===== src/rtl/tt_um_brs_peak_hold.sv =====
// Windowed peak-hold: tracks the largest strobed 8-bit sample over a window of
// 4/8/16/32 samples and publishes it with a one-cycle done pulse.
module tt_um_brs_peak_hold (
  input  logic [7:0] ui_in,
  output logic [7:0] uo_out,
  input  logic [7:0] uio_in,
  output logic [7:0] uio_out,
  output logic [7:0] uio_oe,
  input  logic       ena,
  input  logic       clk,
  input  logic       rst_n
);

  typedef enum logic [1:0] {
    IDLE  = 2'b00,
    ACCUM = 2'b01,
    DONE  = 2'b10
  } state_t;

  state_t      state_q, state_d;
  logic        s1_q, s2_q, s3_q;
  logic [7:0]  acc_q, acc_d;
  logic [4:0]  cnt_q, cnt_d;
  logic [1:0]  sel_q, sel_d;
  logic [7:0]  uo_q, uo_d;
  logic        rise_q, rise_d;
  logic        done_q, done_d;

  logic        strobe_s;
  logic        clr_s;
  logic [1:0]  sel_in_s;
  logic [7:0]  max_s;
  logic [4:0]  last_s;
  logic        unused_s;

  assign strobe_s = s2_q & ~s3_q;
  assign clr_s    = uio_in[1];
  assign sel_in_s = uio_in[3:2];
  assign max_s    = (ui_in > acc_q) ? ui_in : acc_q;
  assign unused_s = &{1'b0, ena, uio_in[7:4]};

  // Strobe pin synchronizer plus edge-detect delay flop; untouched by clear.
  always_ff @(posedge clk or negedge rst_n) begin
    if (!rst_n) begin
      s1_q <= 1'b0;
      s2_q <= 1'b0;
      s3_q <= 1'b0;
    end else begin
      s1_q <= uio_in[0];
      s2_q <= s1_q;
      s3_q <= s2_q;
    end
  end

  // Index of the last sample in the latched window (N-1).
  always_comb begin
    last_s = 5'd31;
    case (sel_q)
      2'b00:   last_s = 5'd3;
      2'b01:   last_s = 5'd7;
      2'b10:   last_s = 5'd15;
      default: last_s = 5'd31;
    endcase
  end

  // Window FSM and datapath next state; clear overrides any strobe.
  always_comb begin
    state_d = state_q;
    acc_d   = acc_q;
    cnt_d   = cnt_q;
    sel_d   = sel_q;
    uo_d    = uo_q;
    rise_d  = rise_q;
    done_d  = 1'b0;
    if (clr_s) begin
      state_d = IDLE;
      acc_d   = 8'd0;
      cnt_d   = 5'd0;
      uo_d    = 8'd0;
      rise_d  = 1'b0;
    end else begin
      case (state_q)
        IDLE: begin
          if (strobe_s) begin
            state_d = ACCUM;
            acc_d   = ui_in;
            cnt_d   = 5'd1;
            sel_d   = sel_in_s;
          end else begin
            state_d = IDLE;
          end
        end
        ACCUM: begin
          if (strobe_s) begin
            acc_d = max_s;
            cnt_d = cnt_q + 5'd1;
            if (cnt_q == last_s) begin
              state_d = DONE;
              uo_d    = max_s;
              rise_d  = (max_s > uo_q);
              done_d  = 1'b1;
            end else begin
              state_d = ACCUM;
            end
          end else begin
            state_d = ACCUM;
          end
        end
        DONE: begin
          state_d = ACCUM;
          sel_d   = sel_in_s;
          // Only reachable with strobes closer than the minimum spacing.
          if (strobe_s) begin
            acc_d = ui_in;
            cnt_d = 5'd1;
          end else begin
            acc_d = 8'd0;
            cnt_d = 5'd0;
          end
        end
        default: begin
          state_d = IDLE;
          acc_d   = 8'd0;
          cnt_d   = 5'd0;
        end
      endcase
    end
  end

  // State and datapath registers.
  always_ff @(posedge clk or negedge rst_n) begin
    if (!rst_n) begin
      state_q <= IDLE;
      acc_q   <= 8'd0;
      cnt_q   <= 5'd0;
      sel_q   <= 2'b00;
      uo_q    <= 8'd0;
      rise_q  <= 1'b0;
      done_q  <= 1'b0;
    end else begin
      state_q <= state_d;
      acc_q   <= acc_d;
      cnt_q   <= cnt_d;
      sel_q   <= sel_d;
      uo_q    <= uo_d;
      rise_q  <= rise_d;
      done_q  <= done_d;
    end
  end

  assign uo_out  = uo_q;
  assign uio_out = {state_q, rise_q, done_q, 4'b0000};
  assign uio_oe  = 8'hF0;

endmodule


===== config.mk =====
export PLATFORM = sky130hd
export DESIGN_NAME = tt_um_brs_peak_hold
export DESIGN_NICKNAME = d
export VERILOG_FILES = /design/src/rtl/tt_um_brs_peak_hold.sv
export SDC_FILE = /design/constraint.sdc
export NUM_CORES = 1
export LEC_CHECK = 0
export CAP_MARGIN = 20
export CORE_ASPECT_RATIO = 0.6
export CORE_MARGIN = 4
export CORE_UTILIZATION = 45
export CTS_BUF_LIST = sky130_fd_sc_hd__clkbuf_4
export CTS_CLUSTER_SIZE = 10
export DETAILED_ROUTE_END_ITERATION = 12
export PLACE_DENSITY = 0.74
export SETUP_SLACK_MARGIN = 0.15
export SLEW_MARGIN = 5
export SYNTH_ARGS = -nofsm -noshare
export SYNTH_HDL_FRONTEND = slang
export SYNTH_SLANG_ARGS = --single-unit

===== constraint.sdc =====
create_clock -name clk -period 4.2 [get_ports clk]
set_input_delay 0.63 -clock clk [delete_from_list [all_inputs] [get_ports clk]]
set_output_delay 0.63 -clock clk [all_outputs]
set_load 0.03 [all_outputs]

Run 1, congestion heat map:
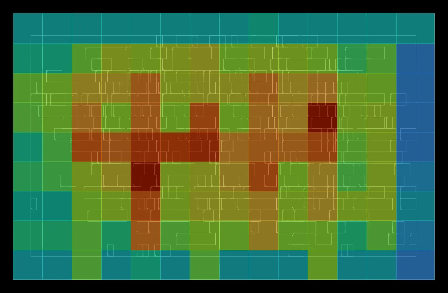
grt met3 use: 4.794%
grt peak-use layer: met1
GRT Resource Usage Total: 18.01%

Run 1, gate families picked out:
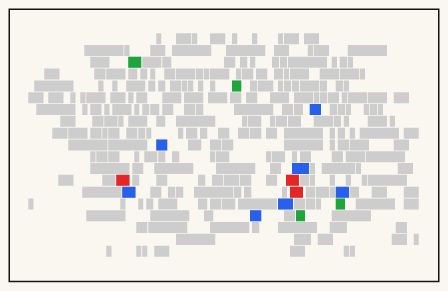
| family | colour | cells | most used |
|---|---|---|---|
| AND-OR and OR-AND gates | blue | 7 | a21o_1 |
| XOR/XNOR gates | red | 3 | xor2_1 |
| AND and OR gates | green | 4 | or3_1 |

Run 1, signal wires by layer:
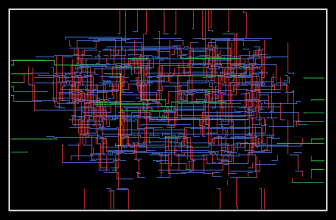
| layer | colour | wire length |
|---|---|---|
| metal 1 | blue | 2660 um |
| metal 4 | orange | 32.6 um |
| metal 2 | red | 2170 um |
| metal 3 | green | 309 um |

==> flow_summary.json, run 1 <==
{
  "outcome": "completed",
  "clock_sinks": 30,
  "regArea_sq_um": 750.7,
  "drv_cap": 0,
  "finish.net_count": 301,
  "wire_per_inst_um": 15.71,
  "antenna_found_initial": 0,
  "clkCellAreaFrac_pct": 1.960,
  "setup-tns-final_ps": 0,
  "placed_area_sq_um": 2441,
  "yosys.area_share.aoi_pct": 26.98,
  "fillers": 460,
  "crit_type": "input pin to flip-flop",
  "post-dp-hpwl_um": 3728,
  "portBuffers": 25,
  "comb_power_share_pct": 26.4,
  "seq_area_share_pct": 30.15,
  "common_cells": "dfrtp_1, nand2_1, o211ai_1",
  "max-slew-margin-rel_pct": 30.54,
  "dp_cells": 321,
  "comb_area_sq_um": 1271,
  "synthToLayoutAreaGrowth_pct": 12.30,
  "grt_pass1_wl_um": 9170,
  "drive_above_1_share_pct": 8.647,
  "wl_met1_um": 2660,
  "power_uw": 656.7,
  "setup_ws_ps": 747.8,
  "clockPowerShare_pct": 25.1,
  "tapCellCount": 63,
  "startpoint_type": "input pin",
  "cts_tree": "done",
  "wl_met2_um": 2166,
  "io_pins": 43,
  "synth_stat.cells": 249,
  "drtIter0Drc": 108,
  "syn-instance-count": 249,
  "r2r_setup_slack_ps": 1110,
  "comb_share_pct": 51.06,
  "numCtsBuffers": 5,
  "yosys.area_share.xor_xnor_pct": 1.185,
  "top_cell_area_share_pct": 33.86,
  "cts_root_buffer": "clkbuf_4",
  "simple_gate_share_pct": 15.41,
  "lay_top_count": "dfrtp_1",
  "pg_clk_uw": 165,
  "htreeDepth": 2,
  "ys_sh_adder_pct": 9.594,
  "hold_viol_final": 0,
  "ys_area_sq_um": 2217,
  "inv_count": 16
}
run 1: worst max-delay path, cell delays in order:
cell	delay (ps)
clkdlybuf4s50_1	570
inv_1	70
ha_1	300
nand4_1	120
nor2_1	70
a211oi_2	170
or2_1	480
buf_4	310
mux2i_1	210
ha_1	160
nor2b_1	40
o21ai_0	150
nand2b_1	90
a211oi_1	230
o21ai_1	90
run 1: final timing paths:
check,from,endpoint
max,ui_in[0],rise_q
min,s1_q,s2_q
max reg2reg,acc_q[7],rise_q
min reg2reg,s1_q,s2_q
max in group asynchronous,rst_n,s3_q
min in group asynchronous,rst_n,uo_out[3]
run 1: per-layer routing:
metal  track usage (%)  vias to the layer above
met3             4.794                        5
met2             25.67                       54
met1             26.98                      915
met5                 0                        -
met4             4.259                        0
li1                  -                      916
Run 1, metal 2:
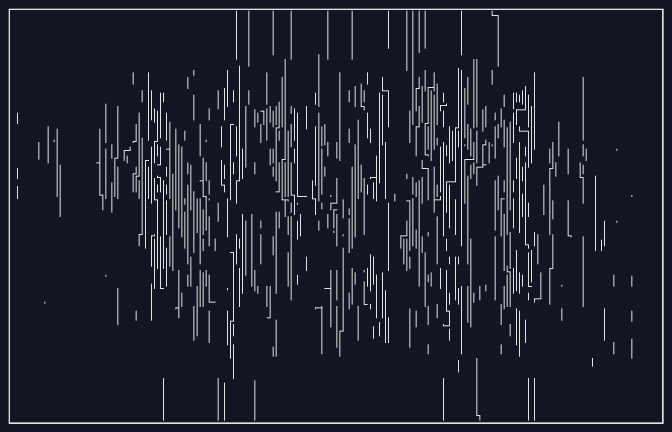

--- run 2 (diff from run 1) ---
--- a/config.mk
+++ b/config.mk
@@ -12,7 +12,7 @@
 export CTS_BUF_LIST = sky130_fd_sc_hd__clkbuf_4
 export CTS_CLUSTER_SIZE = 10
 export DETAILED_ROUTE_END_ITERATION = 12
-export PLACE_DENSITY = 0.74
+export PLACE_DENSITY = 0.77
 export SETUP_SLACK_MARGIN = 0.15
 export SLEW_MARGIN = 5
 export SYNTH_ARGS = -nofsm -noshare
==> constraint.sdc (replaced) <==
create_clock -name clk -period 2.9 [get_ports clk]
set_input_delay 0.435 -clock clk [delete_from_list [all_inputs] [get_ports clk]]
set_output_delay 0.435 -clock clk [all_outputs]
set_load 0.03 [all_outputs]
Run 2, metal 2:
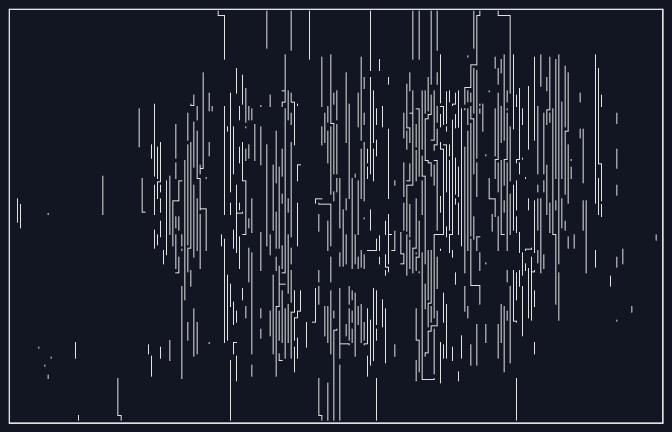
share of all routed wire: 43%
longest straight run: 31.6 um
wire length on this layer: 2500 um
main direction: vertical
nets with wire on the layer: 269

Run 2, congestion heat map:
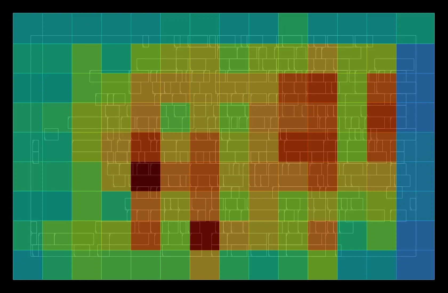
fin util: 61.52%
met2 Track Usage GR: 25.42%
met1 Use GR: 28.56%

Run 2, cell area per tile:
10 x 6 tiles, from white (low) to dark blue (high), 0 to 100% covered.
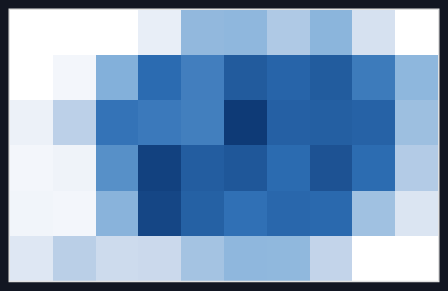
densest ninth of the die: centre
fullest tile: 96%
tiles over 75% full: 30%
emptiest ninth of the die: upper left
nearly empty tiles: 12%
mean over tiles: 45%

==> run 2 against run 1 <==
Against the previous run:
- hold slack hardly changed
- power is 63% higher
- sequential share of layout area down 4.0 points
- via count up 6.7%
- first-iteration DRC count grew 27%
- core utilization grew 8.1 points
- final cell count increased by 9.1%
- design area grew 15%
- non-clock buffer count rose by 31
- clock power is 56% higher
- wire length rose by 12%
- synthesized cell count unchanged
==> flow_summary.json, run 2 <==
{
  "drive_above_1_share_pct": 24.66,
  "ys_sh_adder_pct": 9.594,
  "clockPowerShare_pct": 24.1,
  "grt_pass1_wl_um": 9128,
  "edf_count": 0,
  "startpoint_type": "flip-flop",
  "top_cells_by_area": "dfrtp_1, ha_1, o211ai_1",
  "outcome": "completed",
  "fillers": 385,
  "synthToLayoutAreaGrowth_pct": 29.29,
  "max-slew-margin-rel_pct": 21.08,
  "critPathLaunch": "acc_q[1]",
  "post-dp-hpwl_um": 4050,
  "wire_per_inst_um": 16.13,
  "placed_area_sq_um": 2591,
  "simple_gate_share_pct": 15.41,
  "crit_type": "flip-flop to flip-flop",
  "regArea_sq_um": 750.7,
  "r2r-start": "acc_q[1]",
  "portBuffers": 25,
  "busiest_layer": "met1",
  "drtIter0Drc": 137,
  "finish.net_count": 332,
  "grt_setup_unrepaired": "yes",
  "hold_path_end": "s2_q",
  "endpoint": "rise_q",
  "cts_tree": "done",
  "dp_cells": 341,
  "ys_area_sq_um": 2217,
  "hold_viol_final": 0,
  "finalInstanceArea_sq_um": 2867,
  "rows": 19,
  "worstReg2RegEnd": "rise_q",
  "drv_cap": 0,
  "dr_wl_met3_um": 452,
  "core-area_sq_um": 4659,
  "comb_power_share_pct": 32.8,
  "wl_met2_um": 2500,
  "synth_stat.cells": 249,
  "min-delay-start": "s1_q",
  "pg_clk_uw": 258,
  "numCtsBuffers": 5,
  "switching_share_pct": 34.21,
  "pwr_density_cell_nw_per_um2": 372.5,
  "io_pins": 43,
  "syn-instance-count": 249,
  "wl_met1_um": 2756,
  "htreeDepth": 2,
  "final_cell_mix": "dfrtp_1, nand2_1, buf_4",
  "common_cells": "dfrtp_1, nand2_1, o211ai_1",
  "cts_root_buffer": "clkbuf_4",
  "power_mw": 1.068,
  "r2r_setup_slack_ps": 300,
  "setup-tns-final_ps": 0,
  "top_cell_area_share_pct": 33.86,
  "antenna_found_initial": 0,
  "clock_sinks": 30,
  "grt_usage_pct": 18.44
}
run 2: what timing repair did:
action / CTS / global route
endpoints found under the setup margin: 1 / 1
cloned: 1 / 0
pin swaps: 11 / 12
hold buffers: 0 / 0
gates resized: 19 / 22
setup buffers: 4 / 5
run 2: critical path, stage by stage, from the launching register on:
cell	delay (ps)
dfrtp_1	430
inv_2	100
ha_4	210
nor2b_1	130
o211ai_1	180
a211oi_2	110
or2_4	290
o21ai_1	150
ha_1	260
nor2b_1	130
o21ai_1	120
nand2b_1	100
a211oi_2	220
o21ai_1	70
run 2: area by class of cell:
type	instances	share of cell area [%]
clock buffers	7	1.833
inverters	16	2.095
multi-input cells	183	48.41
flip-flops and latches	30	26.19
well taps	63	2.750
repair buffers	60	18.73
--- run 3 (diff from run 2) ---
--- a/config.mk
+++ b/config.mk
@@ -10,6 +10,7 @@
 export CORE_MARGIN = 4
 export CORE_UTILIZATION = 45
 export CTS_BUF_LIST = sky130_fd_sc_hd__clkbuf_4
+export CTS_CLUSTER_DIAMETER = 40
 export CTS_CLUSTER_SIZE = 10
 export DETAILED_ROUTE_END_ITERATION = 12
 export PLACE_DENSITY = 0.77
Run 3, metal 2:
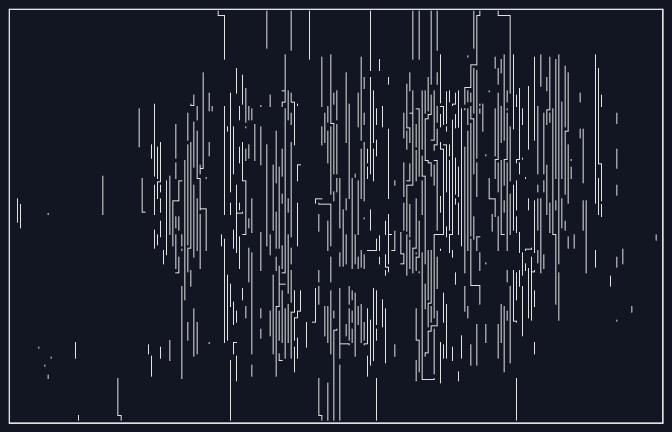
wire length on this layer: 2500 um
share of all routed wire: 43%
nets with wire on the layer: 269

Run 3, signal wires by layer:
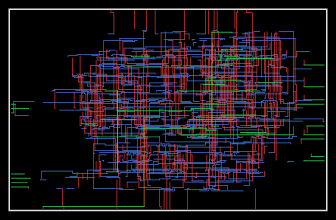
| layer | colour | wire length |
|---|---|---|
| metal 3 | green | 453 um |
| metal 1 | blue | 2760 um |
| metal 4 | orange | 82.3 um |
| metal 2 | red | 2500 um |

Run 3, gate families picked out:
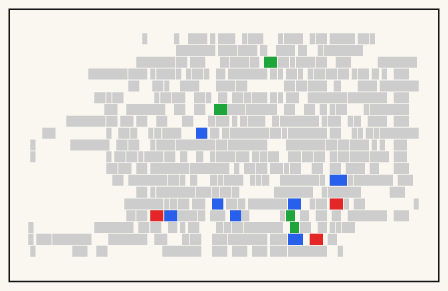
| family | colour | cells | most used |
|---|---|---|---|
| AND-OR and OR-AND gates | blue | 7 | a21o_1 |
| XOR/XNOR gates | red | 3 | xor2_1 |
| AND and OR gates | green | 4 | or3_1 |

==> run 3 against run 2 <==
Against the previous run:
- sequential cell count unchanged
- synthesized cell count unchanged
- design area unchanged
- register-to-register slack about the same
- clock power about the same
- sequential power about the same
- largest cell class unchanged
==> flow_summary.json, run 3 <==
{
  "ctsHoldBuffers": 0,
  "ys_area_sq_um": 2217,
  "io_pins": 43,
  "cts_tree": "done",
  "layout.nonclk_buf_share_pct": 18.73,
  "synth_stat.cells": 249,
  "dr_wl_met3_um": 452,
  "crit_type": "flip-flop to flip-flop",
  "switching_share_pct": 34.21,
  "finish.net_count": 332,
  "busiest_layer": "met1",
  "cp_top_family": "AND-OR/OR-AND gates",
  "power_mw": 1.068,
  "final_cell_mix": "dfrtp_1, nand2_1, buf_4",
  "hold_ws_ps": 357.3,
  "hold_viol_final": 0,
  "post-dp-hpwl_um": 4050,
  "ys_sh_adder_pct": 9.594,
  "top_cells_by_area": "dfrtp_1, ha_1, o211ai_1",
  "fin_util_pct": 61.52,
  "fillers": 385,
  "comb_share_pct": 48.41,
  "grt_usage_pct": 18.44,
  "htreeDepth": 2,
  "comb_power_share_pct": 32.8,
  "cp_cell_sequence": "inv_2, ha_4, nor2b_1, o211ai_1, a211oi_2, or2_4, o21ai_1, ha_1, nor2b_1, o21ai_1, nand2b_1, a211oi_2, o21ai_1",
  "outcome": "completed",
  "met1_usage_pct": 28.56,
  "use_met3_pct": 3.456,
  "num-clock-buffers": 7,
  "wl_met2_um": 2500,
  "placed_area_sq_um": 2591,
  "startpoint_type": "flip-flop",
  "fin_crit_ps": 2602,
  "biggestCellCategory": "multi-input combinational cells",
  "crit_slowest_cell": "dfrtp_1",
  "core-area_sq_um": 4659,
  "drtIter0Drc": 137,
  "cts_root_buffer": "clkbuf_4",
  "cts_max_path_buffers": 2,
  "p_int_uw": 702.6,
  "drv_cap": 0,
  "buffers": 60,
  "slowest_delay_ps": 430,
  "regArea_sq_um": 750.7,
  "rows": 19,
  "tapCellCount": 63,
  "antenna_found_initial": 0,
  "numCtsBuffers": 5,
  "clockPowerShare_pct": 24.1,
  "syn-instance-count": 249,
  "simple_gate_share_pct": 15.41,
  "synthToLayoutAreaGrowth_pct": 29.29,
  "drive_above_1_share_pct": 24.66,
  "worst_path_most_repeated_cell": "o21ai_1",
  "grt_pass1_wl_um": 9128,
  "seq_area_share_pct": 26.19,
  "portBuffers": 25,
  "crit_buf_inv": 1,
  "crit_path_end_kind": "flip-flop",
  "max-slew-margin-rel_pct": 21.08,
  "wire_per_inst_um": 16.13,
  "inv_count": 16,
  "pwr_density_cell_nw_per_um2": 372.5,
  "finalInstanceArea_sq_um": 2867,
  "wl_met1_um": 2756,
  "clock_sinks": 30,
  "grt_setup_unrepaired": "yes",
  "common_cells": "dfrtp_1, nand2_1, o211ai_1",
  "final_cells": 359,
  "top_cell_area_share_pct": 33.86,
  "edf_count": 0,
  "setup-tns-final_ps": 0,
  "nMultiInputCombCells": 183,
  "ff_count": 30,
  "clkCellAreaFrac_pct": 1.833,
  "pg_clk_uw": 258,
  "met2_usage_pct": 25.42
}
run 3: worst paths after layout:
kind | end | slack (ps) | cells past startpoint | startpoint
setup reg to reg | rise_q | 300 | 13 | acc_q[1]
min in group asynchronous | uo_out[5] | 480 | 2 | rst_n
hold reg to reg | s2_q | 360 | 0 | s1_q
setup / recovery | rise_q | 300 | 13 | acc_q[1]
max in group asynchronous | state_q[1] | 2130 | 2 | rst_n
hold / removal | s2_q | 360 | 0 | s1_q
run 3: repair_timing:
item / CTS / global route
pin swaps: 11 / 12
gates resized: 19 / 22
endpoints found under the setup margin: 1 / 1
setup buffers: 4 / 5
gates cloned: 1 / 0
Power figures rest on the tool's default switching activity, not on a simulated workload.
